**config.mk**
```make
export PLATFORM = sky130hd
export DESIGN_NAME = output_reg_ctrl
export DESIGN_NICKNAME = d
export VERILOG_FILES = /design/src/rtl/output_reg_ctrl.sv
export SDC_FILE = /design/constraint.sdc
export NUM_CORES = 1
export LEC_CHECK = 0
export CORE_AREA = 2 2 505 507
export CTS_CLUSTER_DIAMETER = 120
export CTS_CLUSTER_SIZE = 14
export DETAILED_ROUTE_END_ITERATION = 6
export DIE_AREA = 0 0 507 509
export HOLD_SLACK_MARGIN = 0.1
export PLACE_DENSITY = 0.34
export SYNTH_ARGS = -nofsm -noshare
export SYNTH_HDL_FRONTEND = slang
export SYNTH_SLANG_ARGS = --single-unit
```
**constraint.sdc**
```tcl
create_clock -name clk -period 21.1 [get_ports clk]
set_clock_uncertainty 0.2 [all_clocks]
set_input_delay 5.275 -clock clk [delete_from_list [all_inputs] [get_ports clk]]
set_output_delay 5.275 -clock clk [all_outputs]
set_load 0.005 [all_outputs]
```
**src/rtl/output_reg_ctrl.sv**
```systemverilog
// ============================================================================
// Module   : output_reg_ctrl
// Purpose  : Arbiter/sequencer for the 256-bit output register write/read path.
// Options  : OUTREG_CTRL_READBACK_EN adds a read-back VERIFY step after writes.
// Revision : 1.0 - initial release
// ============================================================================
`default_nettype none

module output_reg_ctrl #(
  parameter int DATA_W    = 256,
  parameter int READ_HOLD = 2
) (
  input  logic              clk,
  input  logic              reset,
  input  logic [1:0]        wr_req,
  input  logic [DATA_W-1:0] wr_data0,
  input  logic [DATA_W-1:0] wr_data1,
  output logic [1:0]        wr_ack,
  input  logic              rd_req,
  output logic              rd_valid,
  output logic [DATA_W-1:0] rd_data,
  output logic              reg_write_data,
  output logic              reg_read_data,
  output logic [DATA_W-1:0] reg_data_to_write,
  input  logic [DATA_W-1:0] reg_data,
  output logic              busy,
  output logic              verify_err
);

  localparam int            HOLD_W    = (READ_HOLD > 1) ? $clog2(READ_HOLD) : 1;
  localparam logic [HOLD_W-1:0] HOLD_LAST = HOLD_W'(READ_HOLD - 1);

  localparam logic [2:0] IDLE   = 3'd0;
  localparam logic [2:0] WRITE  = 3'd1;
  localparam logic [2:0] READ   = 3'd2;
  localparam logic [2:0] DONE   = 3'd3;
  localparam logic [2:0] VERIFY = 3'd4;

  logic [2:0]        state;
  logic              rr_ptr;
  logic              read_last;
  logic              grant;
  logic              op_write;
  logic [HOLD_W-1:0] hold_cnt;

  logic any_wr;
  logic take_read;
  logic pick;
  logic hold_done;

  // A pending read yields once to a waiting writer so neither side starves.
  always_comb begin
    any_wr    = |wr_req;
    take_read = rd_req && !(read_last && any_wr);
    pick      = (wr_req == 2'b11) ? rr_ptr : wr_req[1];
    hold_done = (hold_cnt == HOLD_LAST);
  end

`ifdef OUTREG_CTRL_READBACK_EN
  logic verify_err_r;
  assign verify_err = verify_err_r;
`else
  assign verify_err = 1'b0;
`endif

  always_ff @(posedge clk or posedge reset) begin
    if (reset) begin
      state             <= IDLE;
      rr_ptr            <= 1'b0;
      read_last         <= 1'b0;
      grant             <= 1'b0;
      op_write          <= 1'b0;
      hold_cnt          <= '0;
      rd_data           <= '0;
      reg_data_to_write <= '0;
`ifdef OUTREG_CTRL_READBACK_EN
      verify_err_r      <= 1'b0;
`endif
    end else begin
      case (state)
        IDLE: begin
          if (take_read) begin
            state     <= READ;
            hold_cnt  <= '0;
            read_last <= 1'b1;
            op_write  <= 1'b0;
          end else if (any_wr) begin
            state             <= WRITE;
            grant             <= pick;
            rr_ptr            <= ~pick;
            read_last         <= 1'b0;
            op_write          <= 1'b1;
            reg_data_to_write <= pick ? wr_data1 : wr_data0;
          end
        end
        WRITE: begin
`ifdef OUTREG_CTRL_READBACK_EN
          state    <= VERIFY;
          hold_cnt <= '0;
`else
          state    <= DONE;
`endif
        end
        READ: begin
          if (hold_done) begin
            rd_data <= reg_data;
            state   <= DONE;
          end else begin
            hold_cnt <= hold_cnt + HOLD_W'(1);
          end
        end
`ifdef OUTREG_CTRL_READBACK_EN
        VERIFY: begin
          if (hold_done) begin
            if (reg_data != reg_data_to_write) verify_err_r <= 1'b1;
            state <= DONE;
          end else begin
            hold_cnt <= hold_cnt + HOLD_W'(1);
          end
        end
`endif
        default: state <= IDLE;
      endcase
    end
  end

  always_comb begin
    reg_write_data = (state == WRITE);
    reg_read_data  = (state == READ) || (state == VERIFY);
    busy           = (state != IDLE);
    rd_valid       = (state == DONE) && !op_write;
    wr_ack         = 2'b00;
    if ((state == DONE) && op_write) wr_ack = grant ? 2'b10 : 2'b01;
  end

endmodule

`default_nettype wire
```
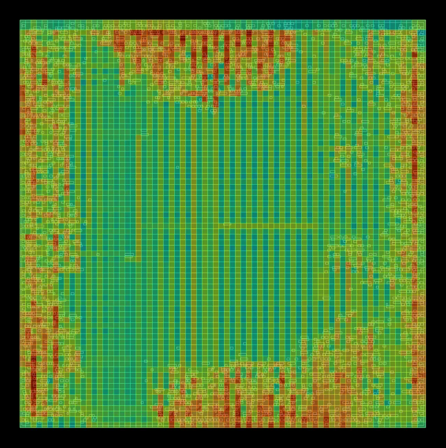
Fig. 1. Track usage over the die (run 1).
Util after Layout: 0.166
M2 GR Usage: 0.222
Tot GR Track Use: 0.120
M3 GR Usage: 0.0503
gr busiest metal: met2

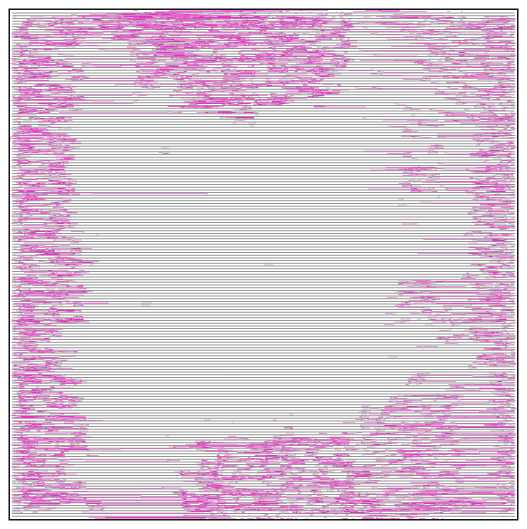
Fig. 2. M1 wires (run 1).
Scale: 1 px per um. Supply wires on this layer in grey. Cells faint in the background.
longest straight run: 124 um
share of all routed wire: 35%
main direction: horizontal
wire length on this layer: 57.3 mm

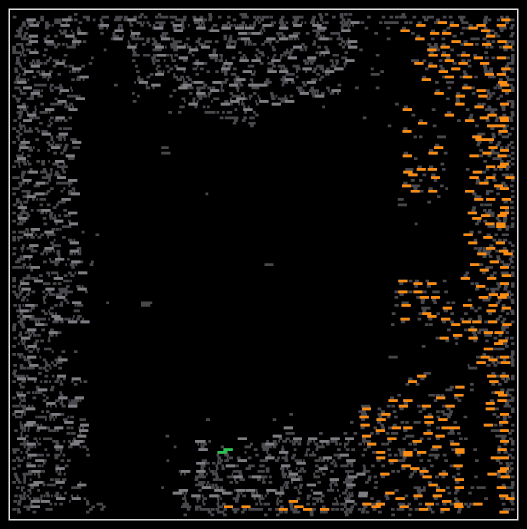
Fig. 3. Where the registers sit (run 1).
Scale: 1 px per um. Other sequential cells in the stronger grey, the rest of the logic in the fainter grey.
| netlist name | colour | placed flops |
|---|---|---|
| state | green | 2 |
| rd_data | orange | 256 |

==> out/summary.txt, run 1 <==
first-pass GRT wire length: 219000 um
slew margin rel.: 0.231
max-slew violations: 0
PD cells: 135 mW/mm^2
Worst Path Required: 21390 ps
area grow syn2layout: 73.1%
largest area contributor in the netlist: dfrtp_1
Residual DRC: 0
die width: 507 um
Worst setup EP type: register
CTS buffer count: 48
Worst Setup Path Type: primary input to register
main flop type: dfrtp_1
layout cells sized above 1: 0.157
Vias/cell: 3.49
Least-Margin Pin Slew: 1150 ps
chip area in the Yosys report: 0.0243 mm^2
initial DRC count: 1208
CTS max path bufs: 3
DR vias: 23100
hold buffers post-CTS: 0
routed len/inst: 24.6 um
setup violators final: 0
core area: 0.253 mm^2
Post-DRT Antenna Nets: 0
max cap viols: 0
Cell Type Count: 33
Period minus WS final: 10020 ps
final net count: 3997
CTS clock-pin slew for the worst setup and hold paths: 80 ps
buffers added on ports: 1290
Hold Path Class: register to register
count of library flops with an enable pin: 0
CP Launch Type: primary input
VDD IR-drop max: 0.0577 mV
Ys Warns: 0
chip footprint: 0.258 mm^2
CTS root buffer: clkbuf_16
GPL Wtd Cong: 0.811
fp_density: 0.0961
CTS tree: yes
unrepaired setup endpoints after global routing: false
clock sinks: 519
synthesized net count: 2875
Post-Syn Area: 0.0243 mm^2
top cells, area: dfrtp_1 (53%), mux2_2 (12%), o211ai_1 (7.9%)
highest clock rate: 99.8 MHz
GRT overflow: 0
DR pass1 iterations: 5
Final TNS setup: 0 ps
worst hold margin: 305 ps
total wire length: 163000 um
ys cells: 2098
Post-CTS Setup Bufs: 0
status: completed
Final period util: 0.475
Post-Syn Area per Cell: 11.6 um^2
final hold violations: 0
Crit path arrival time: 10310 ps
Die Y-Extent: 509 um
Seq share, synth: 0.535
most common cell in the synthesized netlist: dfrtp_1
Synth Register Bits: 519
Final HPWL DP: 125000 um
critical path peak fanout: 78
tool warnings: 38
io pins: 1292
H-tree depth: 2
initial antenna violation count: 60
Skew-Pair Late Insertion Delay: 670 ps
Post-synth top cells: dfrtp_1 (519), a21oi_1 (260), mux2_2 (257), o211ai_1 (256), o21ai_0 (253)
Site Rows: 185
Max-area cell share: 0.535
Async S/R FF share, synth: 1.00
static leakage: 0.0144 uW
gate count after technology mapping: 2098
pin count of the biggest net entering global routing: 136
-- run 1: cell families after synthesis --
| group | Yosys count | synth area share |
|---|---|---|
| other | 1 | 0.000154 |
| AND/OR/NAND/NOR | 16 | 0.00371 |
| buffers and inverters | 264 | 0.0510 |
| multiplexers | 257 | 0.119 |
| AND-OR/OR-AND | 1037 | 0.289 |
| adder cells (fa/ha/maj) | 4 | 0.00206 |
| flip-flops | 519 | 0.535 |
-- run 1: worst max-delay path: stages --
cell and delay, ps:
clkdlybuf4s50_1 670, o21a_4 730, and2_4 820, buf_4 720, buf_4 670, buf_4 950, a31oi_1 200
-- run 1: final timing paths --
check	end	slack (ps)	from	cells after the start
max	reg_data_to_write[121]	11080	wr_req[0]	7
max in group asynchronous	rr_ptr	13000	reset	5
min reg2reg	rd_data[106]	310	rd_data[106]	1
min in group asynchronous	rd_data[3]	4920	reset	2
min	rd_data[106]	310	rd_data[106]	1
max reg2reg	reg_data_to_write[121]	15500	state[0]	8
-- run 1: placed cells by master, fill, tap and decap left out, types with 5 or more instances in the layout --
cell type and instances:
o21ai_0 253, inv_8 5, dfrtp_1 518, diode_2 16, a31oi_2 138, mux2_2 257
clkbuf_16 48, a31oi_1 119, a21oi_1 260, clkdlybuf4s50_1 1289, buf_4 38, o211ai_1 256
-- run 1: layout make-up --
cell class / count / area share
flip-flops and latches: 519 / 0.309
diodes: 16 / 0.000952
clock inverters: 14 / 0.00524
multi-input cells: 1315 / 0.240
clock buffers: 51 / 0.0288
inverters: 6 / 0.00107
repair buffers: 1330 / 0.315
well taps: 3366 / 0.100
-- run 1: per-layer routing --
| layer | share of wire | up-vias | GRT usage |
|---|---|---|---|
| met5 | 0.00049 | - | 0 |
| met1 | 0.35 | 11500 | 0.124 |
| met2 | 0.52 | 1132 | 0.222 |
| met4 | 0.027 | 12 | 0.0321 |
| met3 | 0.10 | 212 | 0.0503 |
| li1 | - | 10200 | - |
-- run 1: state kept, by name (all words and copies together), names as in the netlist --
signal	cells
op_write	1
read_last	1
state	2
rd_data	256
grant	1
hold_cnt	1
rr_ptr	1
reg_data_to_write	256
-- run 1: per-stage QoR --
| step | setup WS [ps] | instances | instance area [um^2] | total power (uW) |
|---|---|---|---|---|
| finish | 11080 | 6617 | 42100 | 5660 |
| global route | 10840 | 6611 | 42000 | 6040 |
| CTS | 11120 | 6601 | 42000 | 5810 |
| detailed placement | 10330 | 6536 | 40600 | 4820 |
| global placement | 10400 | 6536 | 40600 | 4820 |
| floorplan | 1130 | 2098 | 24300 | 2970 |
-- run 1: where the power goes --
group          internal [uW]  switching [uW]  leakage, uW  total, uW
sequential              1510             327      0.00592       1840
combinational           1530            1360      0.00782       2900
clock                    444             480     0.000695        924
total                   3490            2170       0.0144       5660
==> run 1 -> run 2 <==
==> config.mk (replaced) <==
export PLATFORM = sky130hd
export DESIGN_NAME = output_reg_ctrl
export DESIGN_NICKNAME = d
export VERILOG_FILES = /design/src/rtl/output_reg_ctrl.sv
export SDC_FILE = /design/constraint.sdc
export NUM_CORES = 1
export LEC_CHECK = 0
export CORE_AREA = 2 2 501 503
export CTS_CLUSTER_DIAMETER = 120
export CTS_CLUSTER_SIZE = 14
export DETAILED_ROUTE_END_ITERATION = 6
export DIE_AREA = 0 0 503 505
export HOLD_SLACK_MARGIN = 0.1
export PLACE_DENSITY = 0.35
export SYNTH_ARGS = -nofsm -noshare
export SYNTH_HDL_FRONTEND = slang
export SYNTH_SLANG_ARGS = --single-unit
==> constraint.sdc (replaced) <==
create_clock -name clk -period 8.35 [get_ports clk]
set_clock_uncertainty 0.2 [all_clocks]
set_input_delay 2.0875 -clock clk [delete_from_list [all_inputs] [get_ports clk]]
set_output_delay 2.0875 -clock clk [all_outputs]
set_load 0.005 [all_outputs]
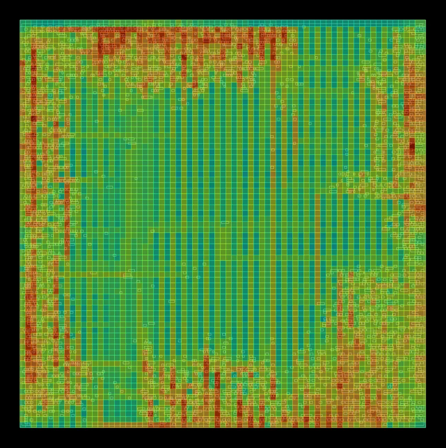
Fig. 4. Track usage over the die (run 2).
M3 GR Usage: 0.0556
M2 GR Usage: 0.244
Util after Layout: 0.169
Tot GR Track Use: 0.135

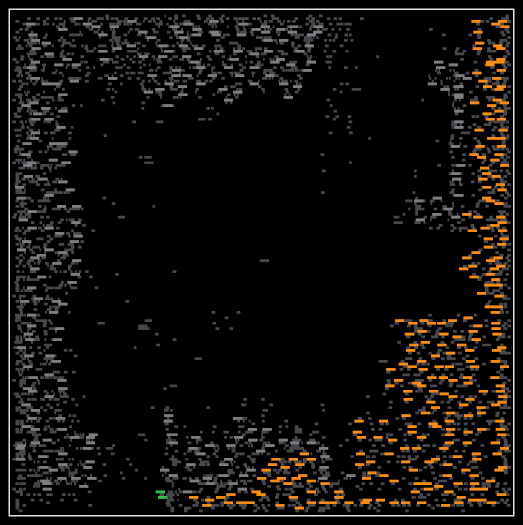
Fig. 5. Where the registers sit (run 2).
Scale: 1 px per um. Other sequential cells in the stronger grey, the rest of the logic in the fainter grey.
| netlist name | colour | placed flops |
|---|---|---|
| rd_data | orange | 256 |
| state | green | 2 |

==> out/summary.txt, run 2 <==
H-tree depth: 2
largest registers: rd_data x256, reg_data_to_write x256, state x2
clock sinks: 519
Post-Syn Area per Cell: 11.6 um^2
power share of the combinational group: 0.520
setup violators final: 0
VDD IR-drop max: 0.181 mV
final net count: 3990
Residual DRC: 0
Post-Syn Area: 0.0243 mm^2
ys cells: 2098
Worst setup EP type: register
Final period util: 0.564
Top cell excl fill/tap: clkdlybuf4s50_1
die width: 503 um
mux share of post-synthesis cell area: 0.119
tool warnings: 70
total wire length: 180000 um
Max-area cell share: 0.535
Cell Type Count: 33
Final TNS setup: 0 ps
fin area: 0.0420 mm^2
synthesized net count: 2875
CTS root buffer: clkbuf_16
io pins: 1292
Seq share, synth: 0.535
chip area in the Yosys report: 0.0243 mm^2
CP Launch Type: primary input
pin count of the biggest net entering global routing: 153
GRT overflow: 0
Top cells excl fill/tap: clkdlybuf4s50_1 (1289), dfrtp_1 (518), a21oi_1 (260)
main flop type: dfrtp_1
unrepaired setup endpoints after global routing: false
top cells, area: dfrtp_1 (53%), mux2_2 (12%), o211ai_1 (7.9%)
slew margin rel.: 0.234
Synth Register Bits: 519
NetSw: 5440 uW
CTS clock-pin slew for the worst setup and hold paths: 70 ps
max-slew violations: 0
CTS tree: yes
gate count after technology mapping: 2098
most common cell in the synthesized netlist: dfrtp_1
highest clock rate: 212 MHz
hold buffers post-CTS: 0
initial DRC count: 1223
core area: 0.248 mm^2
Worst Setup Path Type: primary input to register
status: completed
yosys simple share: 0.00371
Async S/R FF share, synth: 1.00
dpl cell area: 0.0407 mm^2
comb area leader: AND-OR/OR-AND gates
CTS max path bufs: 3
Post-synth top cells: dfrtp_1 (519), a21oi_1 (260), mux2_2 (257), o211ai_1 (256), o21ai_0 (253)
Ys Warns: 0
count of library flops with an enable pin: 0
final hold violations: 0
fa+ha+maj area frac: 0.00206
routed len/inst: 27.3 um
buffers added on ports: 1290
Worst path slowest cell: clkdlybuf4s50_1
critical path peak fanout: 128
Least-Margin Pin Slew: 1150 ps
Int Pwr: 8770 uW
layout cells sized above 1: 0.154
Skew-Pair Late Insertion Delay: 660 ps
Post-DRT Antenna Nets: 0
CTS buffer count: 45
first-pass GRT wire length: 237000 um
==> run 2: logic make-up after synthesis <==
group,after synthesis
compound gates,1037
fa+ha+maj,4
buf+inv,264
flops,519
mux,257
other cells,1
simple gates,16
==> run 2: area by class of cell <==
class / instances / area, um^2 / share of cell area
multi-input cells: 1315 / 10100 / 0.240
repair buffers: 1326 / 13400 / 0.318
inverters: 6 / 41.3 / 0.000982
clock buffers: 50 / 1160 / 0.0277
clock inverters: 8 / 138 / 0.00327
well taps: 3330 / 4170 / 0.0991
diodes: 24 / 60.1 / 0.00143
flip-flops and latches: 519 / 13000 / 0.309
==> run 2: metal layers <==
layer	up-vias	GRT usage	routed length, um
met5	-	0	340
met4	54	0.0335	4950
met3	290	0.0556	18500
met2	1183	0.244	90300
met1	11800	0.145	65500
li1	10200	-	-
==> run 2: power groups by stage <==
| stage | combinational (uW) | sequential, uW | clock [uW] |
|---|---|---|---|
| finish | 7390 | 4630 | 2180 |
| global route | 7940 | 4800 | 2380 |
| CTS | 7530 | 4660 | 2310 |
| detailed placement | 7520 | 4690 | 0 |
| global placement | 7530 | 4660 | 0 |
| floorplan | 2920 | 4600 | 0 |
==> run 2: metrics by stage <==
stage | cells | hold WS (ps) | worst slack (ps) | power (uW)
after detailed placement | 6496 | 292 | 3170 | 12200
after floorplan | 2098 | 247 | -988 | 7520
after global placement | 6496 | 285 | 3180 | 12200
final | 6578 | 302 | 3640 | 14200
after global routing | 6566 | 317 | 3430 | 15100
after CTS | 6554 | 304 | 3340 | 14500
==> run 2: path summary, 6_finish.rpt <==
check                                    endpoint  depth (start not counted)  slack [ps]       from
min in group asynchronous            rd_data[244]                          2        1690      reset
max                        reg_data_to_write[106]                          6        3640  wr_req[0]
max in group asynchronous  reg_data_to_write[107]                          4        4490      reset
max reg2reg                reg_data_to_write[106]                          7        4970   state[0]
min                                     read_last                          1         300  read_last
min reg2reg                             read_last                          1         300  read_last
Power is estimated from default activity; no workload was simulated.
